$ cat src/rtl/multicycle_sequencer.sv
// Multicycle control unit for the RV64I datapath: sequences FETCH/DECODE/
// EXEC/MEM/WB, drives datapath strobes, handshakes with the shared memory
// port (with wait-state timeout), traps unsupported opcodes and counts
// retired instructions.
module multicycle_sequencer #(
    parameter int CNT_WIDTH  = 64,
    parameter int WAIT_LIMIT = 255,
    parameter int WAIT_WIDTH = 8
) (
    input  logic                 CLK,
    input  logic                 reset,
    input  logic                 run,
    input  logic [6:0]           opcode,
    input  logic                 mem_ready,
    output logic                 mem_req,
    output logic                 mem_we,
    output logic                 WE_RF,
    output logic [1:0]           RF_din_sel,
    output logic                 ULA_din2_sel,
    output logic                 addr_sel,
    output logic                 load_pc,
    output logic                 load_ir,
    output logic                 pc_next_sel,
    output logic                 pc_adder_sel,
    output logic                 busy,
    output logic                 fault,
    output logic                 illegal,
    output logic [CNT_WIDTH-1:0] instret
);

    typedef enum logic [2:0] {
        S_IDLE   = 3'd0,
        S_FETCH  = 3'd1,
        S_DECODE = 3'd2,
        S_EXEC   = 3'd3,
        S_MEM    = 3'd4,
        S_WB     = 3'd5,
        S_FAULT  = 3'd6
    } state_t;

    typedef enum logic [3:0] {
        C_LOAD    = 4'd0,
        C_STORE   = 4'd1,
        C_OP      = 4'd2,
        C_OPIMM   = 4'd3,
        C_OP32    = 4'd4,
        C_OPIMM32 = 4'd5,
        C_LUI     = 4'd6,
        C_AUIPC   = 4'd7,
        C_JAL     = 4'd8,
        C_JALR    = 4'd9,
        C_BRANCH  = 4'd10,
        C_ILLEGAL = 4'd11
    } cls_t;

    // Registered Moore control word (load_ir and the MEM load write are
    // added combinationally from mem_ready outside this word).
    typedef struct packed {
        logic       mem_req;
        logic       mem_we;
        logic       we_rf;
        logic [1:0] rf_sel;
        logic       ula_sel;
        logic       addr_sel;
        logic       load_pc;
        logic       pc_next_sel;
        logic       pc_adder_sel;
        logic       busy;
        logic       fault;
    } ctrl_t;

    localparam logic [WAIT_WIDTH-1:0] WAIT_LIMIT_W = WAIT_WIDTH'(WAIT_LIMIT);
    localparam logic                  TIMEOUT_EN   = (WAIT_LIMIT != 0);

    state_t                state_r, next_state_s;
    cls_t                  cls_r, next_cls_s;
    logic [WAIT_WIDTH-1:0] wait_r, next_wait_s, wait_inc_s;
    logic                  illegal_r, next_illegal_s;
    logic                  timeout_s;
    ctrl_t                 ctrl_r;
    logic [CNT_WIDTH-1:0]  instret_r;

    // Map the major opcode to an instruction class; anything unknown traps.
    function automatic cls_t classify(input logic [6:0] op);
        cls_t c;
        case (op)
            7'b0000011: c = C_LOAD;
            7'b0100011: c = C_STORE;
            7'b0110011: c = C_OP;
            7'b0010011: c = C_OPIMM;
            7'b0111011: c = C_OP32;
            7'b0011011: c = C_OPIMM32;
            7'b0110111: c = C_LUI;
            7'b0010111: c = C_AUIPC;
            7'b1101111: c = C_JAL;
            7'b1100111: c = C_JALR;
            7'b1100011: c = C_BRANCH;
            default:    c = C_ILLEGAL;
        endcase
        return c;
    endfunction

    // Second ALU operand: rs2 for register-register ops and branches.
    function automatic logic uses_imm(input cls_t c);
        return !((c == C_OP) || (c == C_OP32) || (c == C_BRANCH));
    endfunction

    // Control word for a given state and instruction class.
    function automatic ctrl_t decode(input state_t st, input cls_t c);
        ctrl_t w;
        w = '0;
        case (st)
            S_IDLE: begin
                w.busy = 1'b0;
            end
            S_FETCH: begin
                w.busy     = 1'b1;
                w.mem_req  = 1'b1;
                w.addr_sel = 1'b1;
            end
            S_DECODE: begin
                w.busy = 1'b1;
            end
            S_EXEC: begin
                w.busy    = 1'b1;
                w.ula_sel = uses_imm(c);
            end
            S_MEM: begin
                w.busy    = 1'b1;
                w.mem_req = 1'b1;
                w.mem_we  = (c == C_STORE);
                w.ula_sel = 1'b1;
            end
            S_WB: begin
                w.busy         = 1'b1;
                w.load_pc      = 1'b1;
                w.ula_sel      = uses_imm(c);
                w.pc_next_sel  = (c == C_JAL) || (c == C_JALR) || (c == C_BRANCH);
                w.pc_adder_sel = (c == C_JALR);
                case (c)
                    C_OP, C_OPIMM, C_OP32, C_OPIMM32, C_LUI: begin
                        w.we_rf  = 1'b1;
                        w.rf_sel = 2'b01;
                    end
                    C_AUIPC: begin
                        w.we_rf  = 1'b1;
                        w.rf_sel = 2'b11;
                    end
                    C_JAL, C_JALR: begin
                        w.we_rf  = 1'b1;
                        w.rf_sel = 2'b10;
                    end
                    default: begin
                        w.we_rf  = 1'b0;
                        w.rf_sel = 2'b00;
                    end
                endcase
            end
            S_FAULT: begin
                w.fault = 1'b1;
            end
            default: begin
                w = '0;
            end
        endcase
        return w;
    endfunction

    assign wait_inc_s = wait_r + {{(WAIT_WIDTH-1){1'b0}}, 1'b1};
    assign timeout_s  = TIMEOUT_EN && (wait_inc_s == WAIT_LIMIT_W);

    // Next-state, class latch, wait counter and trap cause.
    always_comb begin
        next_state_s   = state_r;
        next_cls_s     = cls_r;
        next_wait_s    = wait_r;
        next_illegal_s = illegal_r;
        case (state_r)
            S_IDLE: begin
                if (run) next_state_s = S_FETCH;
                else     next_state_s = S_IDLE;
            end
            S_FETCH, S_MEM: begin
                // A ready on the last permitted wait cycle still completes.
                if (mem_ready) begin
                    next_state_s = (state_r == S_FETCH) ? S_DECODE : S_WB;
                end else if (timeout_s) begin
                    next_state_s = S_FAULT;
                end else begin
                    next_wait_s = wait_inc_s;
                end
            end
            S_DECODE: begin
                next_cls_s = classify(opcode);
                if (next_cls_s == C_ILLEGAL) begin
                    next_state_s   = S_FAULT;
                    next_illegal_s = 1'b1;
                end else begin
                    next_state_s = S_EXEC;
                end
            end
            S_EXEC: begin
                if ((cls_r == C_LOAD) || (cls_r == C_STORE)) next_state_s = S_MEM;
                else                                         next_state_s = S_WB;
            end
            S_WB: begin
                if (run) next_state_s = S_FETCH;
                else     next_state_s = S_IDLE;
            end
            S_FAULT: begin
                next_state_s = S_FAULT;
            end
            default: begin
                next_state_s = S_FAULT;
            end
        endcase
        if (next_state_s != state_r) next_wait_s = '0;
        else                         next_wait_s = next_wait_s;
    end

    // State register with registered control outputs decoded from next state.
    always_ff @(posedge CLK or negedge reset) begin
        if (!reset) begin
            state_r   <= S_IDLE;
            cls_r     <= C_ILLEGAL;
            wait_r    <= '0;
            illegal_r <= 1'b0;
            ctrl_r    <= '0;
            instret_r <= '0;
        end else begin
            state_r   <= next_state_s;
            cls_r     <= next_cls_s;
            wait_r    <= next_wait_s;
            illegal_r <= next_illegal_s;
            ctrl_r    <= decode(next_state_s, next_cls_s);
            if (state_r == S_WB) instret_r <= instret_r + {{(CNT_WIDTH-1){1'b0}}, 1'b1};
            else                 instret_r <= instret_r;
        end
    end

    assign mem_req      = ctrl_r.mem_req;
    assign mem_we       = ctrl_r.mem_we;
    assign WE_RF        = ctrl_r.we_rf | ((state_r == S_MEM) && (cls_r == C_LOAD) && mem_ready);
    assign RF_din_sel   = ctrl_r.rf_sel;
    assign ULA_din2_sel = ctrl_r.ula_sel;
    assign addr_sel     = ctrl_r.addr_sel;
    assign load_pc      = ctrl_r.load_pc;
    assign load_ir      = (state_r == S_FETCH) && mem_ready;
    assign pc_next_sel  = ctrl_r.pc_next_sel;
    assign pc_adder_sel = ctrl_r.pc_adder_sel;
    assign busy         = ctrl_r.busy;
    assign fault        = ctrl_r.fault;
    assign illegal      = illegal_r;
    assign instret      = instret_r;

endmodule

$ cat config.mk
export PLATFORM = sky130hd
export DESIGN_NAME = multicycle_sequencer
export DESIGN_NICKNAME = d
export VERILOG_FILES = /design/src/rtl/multicycle_sequencer.sv
export SDC_FILE = /design/constraint.sdc
export NUM_CORES = 1
export LEC_CHECK = 0
export CAP_MARGIN = 20
export CORE_AREA = 4 4 111 113
export CTS_CLUSTER_DIAMETER = 60
export DETAILED_ROUTE_END_ITERATION = 8
export DIE_AREA = 0 0 115 117
export MAX_ROUTING_LAYER = met4
export SETUP_SLACK_MARGIN = 0.5
export SYNTH_ARGS = -nofsm -noshare
export SYNTH_HDL_FRONTEND = slang
export SYNTH_SLANG_ARGS = --single-unit
$ cat constraint.sdc
create_clock -name CLK -period 2.6 [get_ports CLK]
set_input_delay 0.52 -clock CLK [delete_from_list [all_inputs] [get_ports CLK]]
set_output_delay 0.52 -clock CLK [all_outputs]
set_load 0.01 [all_outputs]
run_1/cell_density.png
12 x 12 tiles, from dark blue (low) to red (high), 0 to 100% covered.
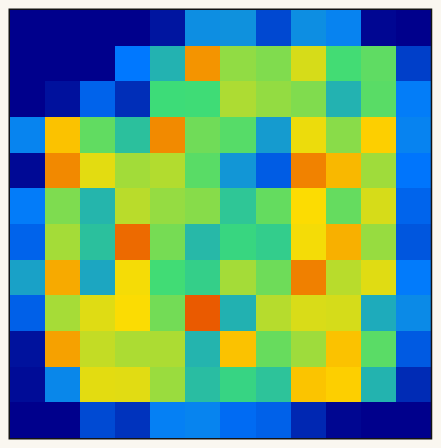
nearly empty tiles: 11%
densest ninth of the die: right middle
emptiest ninth of the die: top left
tiles over 75% full: 12%
fullest tile: 90%
fp_density: 39.0%
core area: 0.0113 mm²
Finished Core Util: 54.2%

run_1/wires.png
Scale bar: 20 µm.
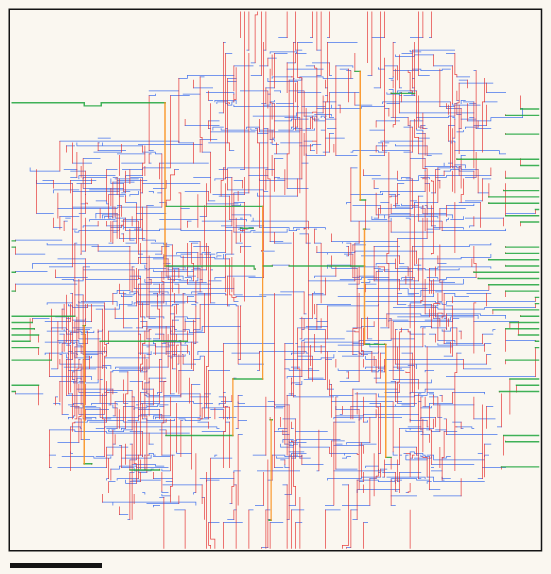
[green] metal 3 | wire length: 463 µm
[red] metal 2 | wire length: 4760 µm
[blue] metal 1 | wire length: 4460 µm
[orange] metal 4 | wire length: 214 µm
via count: 3515
Wirelength per Cell: 14.5 µm
drt total wl: 9900 µm
Total GRT Usage: 15.5%

run_1/congestion.png
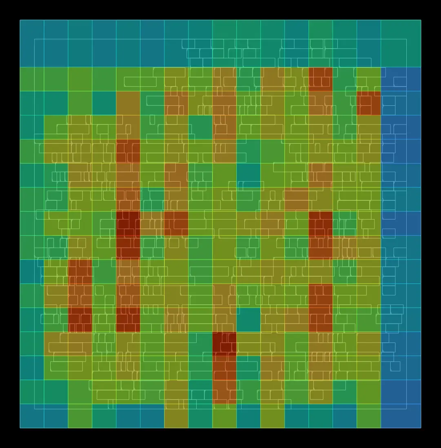
met1 usage: 19.7%
met2 usage: 23.9%
met3 Resource Use GR: 3.08%

==> results_dict.tcl, run 1 <==
# flow metrics
set metrics [dict create \
    status "finished clean" \
    fin_ws_ns 0.517 \
    cts_sinks 92 \
    period_minus_slack_ns 2.08 \
    yosys.stat.chipArea_mm2 0.00442 \
    tightest_slew_ns 0.411 \
    first_global_vias 3275 \
    grt_pass1_wl_um 15900 \
    dp.cells 656 \
    final.period_utilization_pct 80.1 \
    synth.avg_cell_area_um2 10.5 \
    top_area_cell "dfrtp_1" \
    numPortBuffers 88 \
    numCtsBuffers 9 \
    layoutNonFillerInstCount 682 \
    clock_latency_ns 0.34 \
    fin_skew_ns 0.00604 \
    cts-root-buf "clkbuf_16" \
    ys.flop_type "dfrtp_1" \
    synthCells 419 \
    placementRows 39 \
    hold_buffers 0 \
    drv_cap 0 \
    htree_levels 3 \
    max_freq_mhz 480 \
    overflow 0 \
    synth.distinct_cells 57 \
    hpwlAfterDp_um 7180 \
    die_h_um 117 \
    grt_max_degree 66 \
    ys_warn_count 0 \
    slew_headroom_pct 72.5 \
    hold_path.class "input pin to asynchronous set/reset pin" \
    cp_slowest_cell "or4_1" \
    p_total_mw 4.39 \
    async_reset_ff_share_pct 100 \
    slowest_delay_ns 0.53 \
    syn_area_mm2 0.00442 \
    synthTopCellsByArea "dfrtp_1 (50%), xnor2_1 (9.9%), xor2_1 (5.2%)" \
    ir_worst_vdd_mv 0.385 \
    pwr_density_cell_mw_per_mm2 715 \
    maxSlewViolCount 0 \
    clkSlewWorstSetupHoldPaths_ns 0.06 \
    power.leakage_nw 2.71 \
    reg2reg_slack_ns 0.52 \
    synth-seq-area-share_pct 52.2 \
    routed_via_density 5.15 \
    cts_tree "done" \
    drt_iter0_markers 141 \
    endpoint_kind "flip-flop" \
    place_congestion 0.889 \
    dpl_worst_slack_ns -0.109 \
    edf_count 0 \
    setup_viol 0 \
    area_growth_pct 38.8 \
    rsz0062_at_grt "true" \
    path_class "flip-flop to flip-flop" \
    yosys-top-cells-count "dfrtp_1 (89), xnor2_1 (50), nor2_1 (42)" \
    worstPathMaxFanout 6 \
    top_cell "dfrtp_1" \
    holdWs_ns 0.0970 \
    final_nets 548 \
    cp_cell_sequence "or3b_4 -> or4_1 -> a2bb2oi_2 -> a21boi_0 -> a211o_1" \
    busiest_layer "met2" \
    warnings 29 \
    antennaDiodeCount 0 \
]
-- run 1: logic make-up after synthesis --
group	synth area share, %
AND-OR/OR-AND	5.95
XOR/XNOR	15.1
adder cells (fa/ha/maj)	0.849
buffers and inverters	2.41
flip-flops	52.2
multiplexers	1.19
AND/OR/NAND/NOR	22.4
-- run 1: timing repair --
item | in CTS | in global routing
resized | 27 | 34
gates cloned | 0 | 0
endpoints found under the setup margin | 39 | 46
pin swaps | 3 | 13
buffers inserted | 3 | 7
-- run 1: report_power, final --
part           internal [mW]  switching [mW]
combinational          0.616           0.671
clock                  0.867           0.520
sequential              1.59           0.120
total                   3.07            1.31
-- run 1: final cells by class --
type                            instances  area, µm²
Fill cell                            1019       5190
Sequential cell                        92       2320
Multi-Input combinational cell        302       2170
Timing Repair Buffer                  114       1090
Clock buffer                           12        246
Tap cell                              143        179
Clock inverter                          4       72.6
Inverter                               15       56.3
-- run 1: flip-flops by register name, summed over array words and instances (netlist names) --
signal        cells
pc_adder_sel      1
wait_r            8
illegal           1
ctrl_r            1
load_pc           1
pc_next_sel       1
busy              1
mem_we            1
state_r           3
instret          64
mem_req           1
addr_sel          1
fault             1
ULA_din2_sel      1
cls_r             4
RF_din_sel        2
-- run 1: worst paths after layout --
| kind | cells after the start | end | startpoint |
|---|---|---|---|
| worst max-delay path | 5 | ULA_din2_sel$_DFF_PN0_ | state_r[0]$_DFF_PN0_ |
| worst min-delay path | 1 | instret[37]$_DFFE_PN0N_ | reset |
| worst max register to register | 5 | ULA_din2_sel$_DFF_PN0_ | state_r[0]$_DFF_PN0_ |
| worst min register to register | 1 | instret[63]$_DFFE_PN0N_ | instret[63]$_DFFE_PN0N_ |
| max in group asynchronous | 2 | wait_r[1]$_DFFE_PN0P_ | reset |
| min in group CLK | 1 | instret[63]$_DFFE_PN0N_ | instret[63]$_DFFE_PN0N_ |
-- run 1: critical path: cells and delay by family (launching register included) --
kind	cells	cell delay (ns)
AND/OR/NAND/NOR	2	0.98
AND-OR/OR-AND	3	0.57
flip-flops	1	0.43
-- run 1: placed cells by master (no fill, tap or decap), types with 6 or more instances in the layout --
cell type | Yosys | layout
clkdlybuf4s50_1 | 0 | 80
dfrtp_1 | 89 | 79
xnor2_1 | 50 | 49
nor2_1 | 42 | 38
nand2_1 | 33 | 33
xor2_1 | 26 | 26
buf_4 | 3 | 26
nand4_1 | 24 | 24
nand3_1 | 21 | 20
inv_1 | 15 | 15
dfrtp_2 | 0 | 10
and3_1 | 10 | 9
nor3_1 | 13 | 9
clkbuf_16 | 0 | 9
a21oi_1 | 7 | 7
and4_1 | 9 | 6
-- run 1: routing by layer --
metal / wire (µm) / share of wire (%) / vias to the layer above
li1: - / - / 1687
met1: 4460 / 45 / 1737
met2: 4760 / 48 / 73
met3: 463 / 4.7 / 18
met4: 214 / 2.2 / 0
met5: 0 / 0 / -
-- run 1: per-stage QoR --
stage | cell area, µm² | setup TNS [ns] | util [%]
after global placement | 5560 | 0 | 49.1
after floorplan | 4420 | 0 | -
after CTS | 5970 | 0 | 52.7
after global routing | 6130 | 0 | 54.2
final | 6130 | 0 | 54.2
after detailed placement | 5560 | -0.316 | 49.1
==> run 2: changes to the inputs <==
Clock period 2.6 ns to 2.2 ns, I/O delays scaled along.
run_2/congestion.png
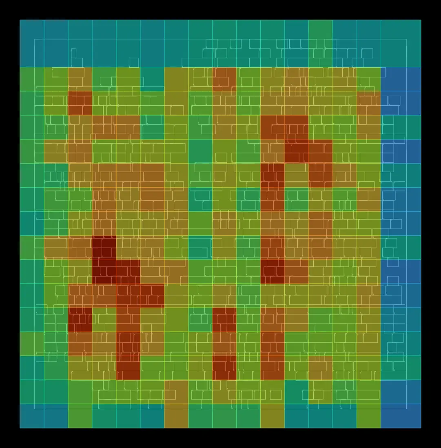
Total GRT Usage: 18.8%
met3 Resource Use GR: 2.83%
Wirelength per Cell: 15.8 µm
met2 usage: 32.4%
Finished Core Util: 65.7%

==> run 2 against run 1 <==
Wire length rose by 22%; critical path depth rose by 3; clock skew down 0.0019 ns; worst hold slack got worse by 0.061 ns; die size did not move; non-clock buffer count is 86 higher; total power increased by 34%; fmax up 3.2%; core utilization increased by 12 points; setup slack got worse by 0.34 ns.
==> results_dict.tcl, run 2 <==
# flow metrics
set metrics [dict create \
    fin_skew_ns 0.00412 \
    pwr_density_cell_mw_per_mm2 792 \
    fin_setup_tns_ns 0 \
    antenna_left 0 \
    crit_required_ns 2.43 \
    wl_um 12100 \
    synthTopCellsByArea "dfrtp_1 (50%), xnor2_1 (9.9%), xor2_1 (5.2%)" \
    die_area_mm2 0.0135 \
    busiest_layer "met2" \
    lay_top_count "dfrtp_1" \
    antenna_found_initial 0 \
    endpoint_kind "flip-flop" \
    ys.flop_type "dfrtp_1" \
    area_growth_pct 68.3 \
    top_area_cell "dfrtp_1" \
    initCoreUtil_pct 39.0 \
    power.leakage_nw 3.77 \
    fin_ws_ns 0.181 \
    ir_worst_vdd_mv 0.545 \
    clockBufferDepth 2 \
    numPortBuffers 88 \
    edf_count 0 \
    slowest_delay_ns 0.42 \
    die_h_um 117 \
    max_freq_mhz 495 \
    tightest_slew_ns 0.436 \
    overflow 0 \
    htree_levels 3 \
    setup_viol 0 \
    grtUsageMet1_pct 21.9 \
    lay_top_cells "dfrtp_1 (81), buf_4 (79), dlygate4sd2_1 (66), xnor2_1 (41), buf_6 (31)" \
    path_delay_family "simple AND/OR/NAND/NOR gates" \
    arrival_ns 2.25 \
    placementRows 39 \
    syn_nets 433 \
    numCtsBuffers 9 \
    vias 3905 \
    drc 0 \
    place_congestion 0.867 \
    hold_path.class "input pin to asynchronous set/reset pin" \
    cts_sinks 92 \
    grt_max_degree 33 \
    ys.flops 92 \
    first_global_vias 4014 \
    cts-root-buf "clkbuf_16" \
    yosys-top-cells-count "dfrtp_1 (89), xnor2_1 (50), nor2_1 (42)" \
    clock_latency_ns 0.34 \
    slew_headroom_pct 70.9 \
    fill_cells 879 \
    grt_pass1_wl_um 19300 \
    routed_via_density 5.08 \
    top_cell "dfrtp_1" \
    final.period_utilization_pct 91.8 \
    maxSlewViolCount 0 \
    finalHoldViolCount 0 \
    yosys.stat.chipArea_mm2 0.00442 \
    syn_area_mm2 0.00442 \
    synth.avg_cell_area_um2 10.5 \
    largest_reg_flops 64 \
    status "finished clean" \
    clkSlewWorstSetupHoldPaths_ns 0.06 \
    coreArea_mm2 0.0113 \
    holdWs_ns 0.0356 \
    final_nets 634 \
    netlist.area_leader.share_pct 50.4 \
    synth-seq-area-share_pct 52.2 \
    dpl_worst_slack_ns -0.301 \
    drt_iter0_markers 178 \
    p_total_mw 5.89 \
    path_class "flip-flop to flip-flop" \
    path_buffers 1 \
    antennaDiodeCount 0 \
    async_reset_ff_share_pct 100 \
    worstPathMaxFanout 8 \
    cp_slowest_cell "dfrtp_1" \
    rsz0062_at_grt "true" \
    synthCells 419 \
    cts_tree "done" \
    cp_cell_sequence "ha_4 -> xor2_2 -> nand4_1 -> nor3_4 -> o21ai_2 -> o32ai_2 -> buf_6 -> nor2_2" \
    hpwlAfterDp_um 7700 \
    period_minus_slack_ns 2.02 \
    drv_cap 0 \
    ys_warn_count 0 \
    synth.distinct_cells 57 \
    warnings 30 \
    ys_cells 419 \
]
==> run 2: path summary, 6_finish.rpt <==
path / slack, ns / from / to / cells after the start
min in group CLK: 0.47 / instret[63]$_DFFE_PN0N_ / instret[63]$_DFFE_PN0N_ / 1
min: 0.04 / reset / instret[53]$_DFFE_PN0N_ / 1
min reg2reg: 0.47 / instret[63]$_DFFE_PN0N_ / instret[63]$_DFFE_PN0N_ / 1
max: 0.18 / wait_r[1]$_DFFE_PN0P_ / wait_r[5]$_DFFE_PN0P_ / 8
max in group asynchronous: 1.53 / reset / cls_r[0]$_DFF_PN1_ / 2
max reg2reg: 0.18 / wait_r[1]$_DFFE_PN0P_ / wait_r[5]$_DFFE_PN0P_ / 8
==> run 2: kinds of logic (layout without fill, tap and decap cells) <==
group,Yosys count,count (layout),synth area share (%)
buffers and inverters,25,231,2.41
flip-flops,92,92,52.2
AND-OR/OR-AND,35,35,5.95
multiplexers,5,5,1.19
adder cells (fa/ha/maj),3,3,0.849
XOR/XNOR,76,76,15.1
AND/OR/NAND/NOR,183,183,22.4
==> run 2: metrics by stage <==
step           area, µm²  std cells
2_1_floorplan       4520        419
3_3_place_gp        5860        684
3_5_place_dp        5860        684
4_1_cts             6950        758
5_1_grt             7440        768
6_report            7440        768
==> run 2: timing repair <==
| action | in CTS | in global routing |
|---|---|---|
| endpoints found under the setup margin | 142 | 89 |
| hold buffers | 0 | 0 |
| buffers inserted | 58 | 10 |
| pin swaps | 77 | 65 |
| gates resized | 173 | 89 |
==> run 2: cell type report <==
class | count | area [µm²] | area share [%]
multi-input cells | 302 | 2780 | 37.3
flip-flops and latches | 92 | 2320 | 31.1
repair buffers | 200 | 1810 | 24.3
clock buffers | 12 | 256 | 3.45
well taps | 143 | 179 | 2.41
inverters | 15 | 58.8 | 0.791
clock inverters | 4 | 47.5 | 0.639
==> run 2: layer usage <==
metal	vias up	routed length, µm
li1	1861	-
met1	1941	5110
met2	88	6340
met3	15	439
met4	0	231
met5	-	0
==> run 2: where the power goes <==
group	switching, mW	leakage (nW)	internal (mW)
registers	0.139	1.23	1.88
logic	1.17	2.39	1.12
clock network	0.650	0.149	0.940
==> run 3: changes to the inputs <==
Settings changed: ABC_AREA from default to 1, CORE_AREA 4 4 111 113 to 4 4 118 120, DIE_AREA 0 0 115 117 to 0 0 122 124, SLEW_MARGIN from default to 10.
Clock period 2.2 ns to 1.8 ns, I/O delays scaled along.
run_3/wires.png
Scale bar: 20 µm.
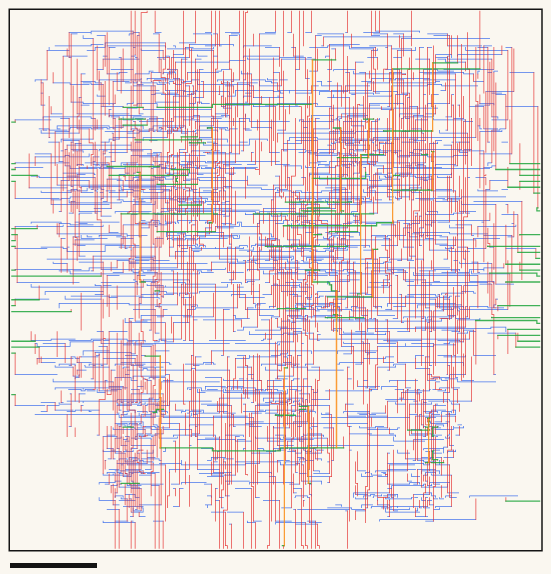
[green] metal 3 | wire length: 714 µm
[red] metal 2 | wire length: 9420 µm
[orange] metal 4 | wire length: 354 µm
[blue] metal 1 | wire length: 7730 µm
Wirelength per Cell: 15.4 µm
drt total wl: 18200 µm
Total GRT Usage: 23.2%
via count: 5655

==> run 3 against run 2 <==
The run now ends with setup timing left; total power decreased by 30%; largest power group is now registers; clock power increased by 21%; setup slack got worse by 0.39 ns; clock skew increased by 0.011 ns; fmax increased by 0.51%; clock-buffer cell count decreased by 3; largest cell class is now non-clock buffers; die size increased by 12%; core utilization increased by 9.1 points; flip-flop count unchanged; sequential power increased by 2%; synthesized cell count increased by 51%.
==> results_dict.tcl, run 3 <==
# flow metrics
set metrics [dict create \
    comb_power_share_pct 2.8 \
    overflow 0 \
    first_global_vias 5642 \
    slowest_delay_ns 0.40 \
    antenna_left 0 \
    netlist.area_leader.share_pct 43.8 \
    path_class "flip-flop to flip-flop" \
    reg2reg_depth 9 \
    p_sw_uw 920 \
    numCtsBuffers 9 \
    synthTopCellsByArea "dfrtp_1 (44%), nand2_1 (11%), xor2_1 (7.9%)" \
    lay_top_cells "buf_6 (191), buf_4 (138), nand2_1 (111), inv_1 (79), dfrtp_1 (77)" \
    fin_ws_ns -0.209 \
    seq_power_share_pct 50.4 \
    tightest_slew_ns 0.480 \
    dpl_worst_slack_ns -0.511 \
    ys.flop_type "dfrtp_1" \
    arrival_ns 2.25 \
    yosys.stat.chipArea_mm2 0.00508 \
    grt_pass1_wl_um 27000 \
    max_freq_mhz 498 \
    slew_headroom_pct 67.7 \
    largest_reg_flops 64 \
    status "finished with violations" \
    cp_cell_sequence "inv_2 -> nand3_4 -> nor3_4 -> nand2_4 -> nor2_4 -> nand4_1 -> nor2_2 -> nand3_1 -> xor2_1" \
    pwr_density_cell_mw_per_mm2 422 \
    finalHoldViolCount 0 \
    setup_viol 61 \
    grt_max_degree 38 \
    hpwlAfterDp_um 11300 \
    ir_worst_vdd_mv 0.417 \
    async_reset_ff_share_pct 100 \
    dp.cells 1026 \
    violations "setup timing" \
    worstPathMaxFanout 4 \
    clock_latency_ns 0.36 \
    fin_skew_ns 0.0147 \
    netSwitchingFraction_pct 22.4 \
    utilization_pct 74.8 \
    edf_count 0 \
    holdWs_ns 0.463 \
    power_frac_clock_pct 46.8 \
    ys_cells 631 \
    hold_depth 2 \
    drc 0 \
    htree_levels 3 \
    clockBufferDepth 2 \
    synth.avg_cell_area_um2 8.05 \
    syn_nets 645 \
    place_congestion 0.907 \
    endpoint_kind "flip-flop" \
    cts-root-buf "clkbuf_16" \
    top_cell "nand2_1" \
    die_h_um 124 \
    p_total_mw 4.10 \
    placementRows 42 \
    power.leakage_nw 5.08 \
    antenna_found_initial 0 \
    top_area_cell "dfrtp_1" \
    period_minus_slack_ns 2.01 \
    hold_path.class "flip-flop to flip-flop" \
    initCoreUtil_pct 39.1 \
]
-- run 3: cell type report --
type | count | area, µm² | area share [%]
Clock inverter | 7 | 67.6 | 0.696
Clock buffer | 9 | 225 | 2.32
Tap cell | 176 | 220 | 2.27
Inverter | 99 | 387 | 3.98
Multi-Input combinational cell | 436 | 3050 | 31.4
Timing Repair Buffer | 362 | 3440 | 35.5
Sequential cell | 92 | 2320 | 23.9
-- run 3: logic make-up after synthesis --
logic type	share of synthesized area [%]
flip-flops	45.4
AND/OR/NAND/NOR	32.2
adder cells (fa/ha/maj)	0.739
AND-OR/OR-AND	2.78
buffers and inverters	7.83
XOR/XNOR	11.0
-- run 3: final timing paths --
kind                       slack, ns                 endpoint                 start
min reg2reg                     0.46      illegal$_DFFE_PN0P_   illegal$_DFFE_PN0P_
min in group asynchronous       0.49     state_r[1]$_DFF_PN0_                 reset
max reg2reg                    -0.21  instret[57]$_DFFE_PN0N_  state_r[1]$_DFF_PN0_
max                            -0.21  instret[57]$_DFFE_PN0N_  state_r[1]$_DFF_PN0_
min                             0.46      illegal$_DFFE_PN0P_   illegal$_DFFE_PN0P_
max in group asynchronous       0.74  instret[45]$_DFFE_PN0N_                 reset
-- run 3: power groups by stage --
stage	Combinational, mW	Clock, mW	Sequential (mW)
floorplan	0.0178	0	2.11
global placement	0.111	0	2.11
detailed placement	0.114	0	2.11
CTS	0.116	1.93	2.07
global route	0.128	2.04	2.07
finish	0.114	1.92	2.07
-- run 3: critical path, delay by kind of cell, from the launching register on --
| family | cells | cell delay [ns] |
|---|---|---|
| and+or+nand+nor | 7 | 1.25 |
| DFF | 1 | 0.40 |
| buffers and inverters | 1 | 0.08 |
| xor gates and xnor gates | 1 | 0.16 |
-- run 3: timing repair --
item,4_1_cts,5_1_grt
endpoints found under the setup margin,165,155
pin swaps,61,50
hold buffers,1,0
gates resized,568,116
endpoints found under the hold margin,25,0
setup buffers,94,44
-- run 3: per-layer routing --
metal	vias to the layer above	wire (µm)	part of all wire [%]	global-route usage (%)
met4	0	354	1.9	6.86
met3	33	714	3.9	3.22
li1	2741	-	-	-
met2	149	9420	52	39.0
met1	2732	7730	42	29.4
met5	-	0	0	-

==> gallery <==
Logic cells by family.
Scale bar: 20 µm.
shot_01.png
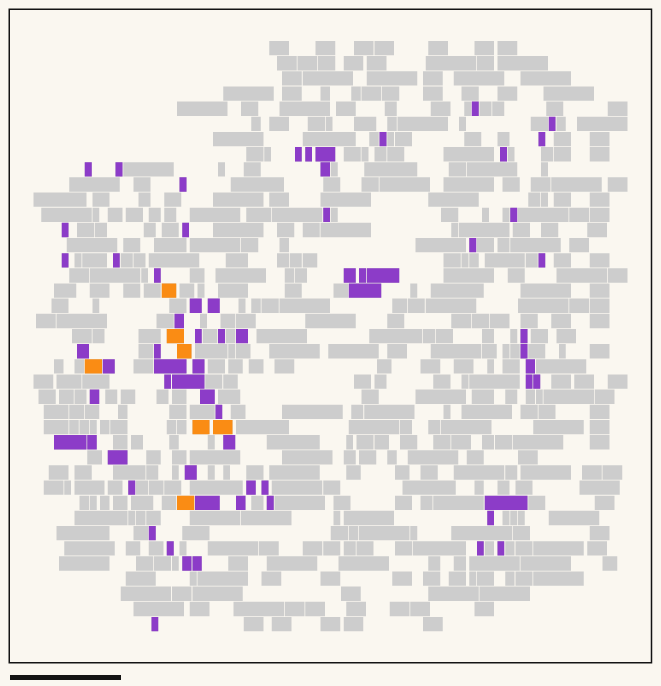
shot_02.png
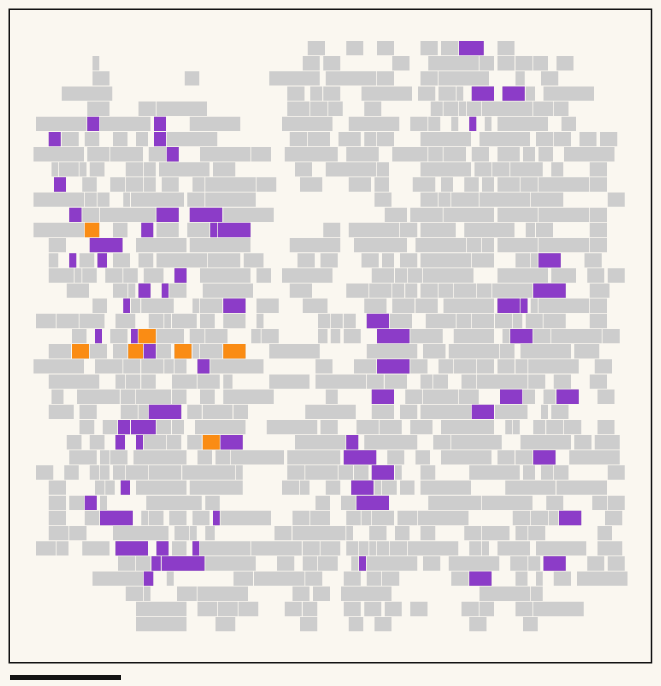
shot_03.png
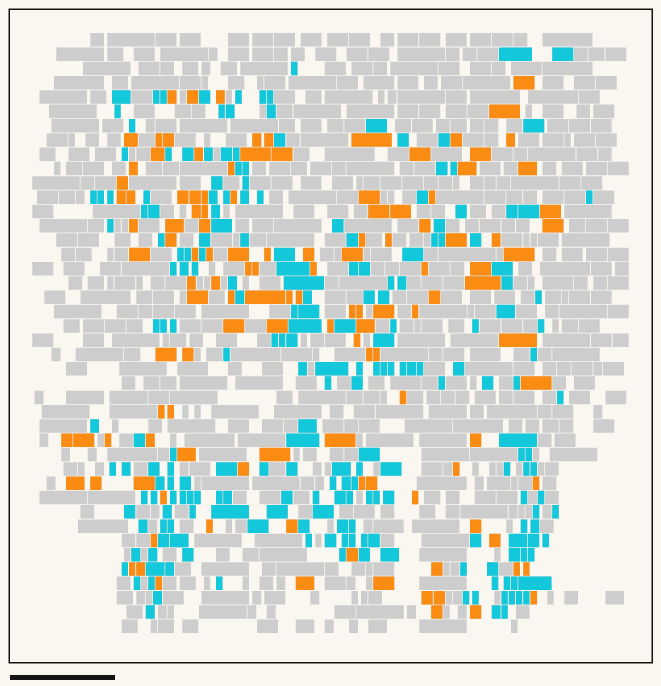
shot_03.png is run 3.
shot_02.png is run 2.
shot_01.png is run 1.
- most cells: shot_03.png

Key to shot_03.png:
[cyan] nand cells | cells: 219
[orange] nor cells | cells: 124

Power figures rest on the tool's default switching activity, not on a simulated workload.
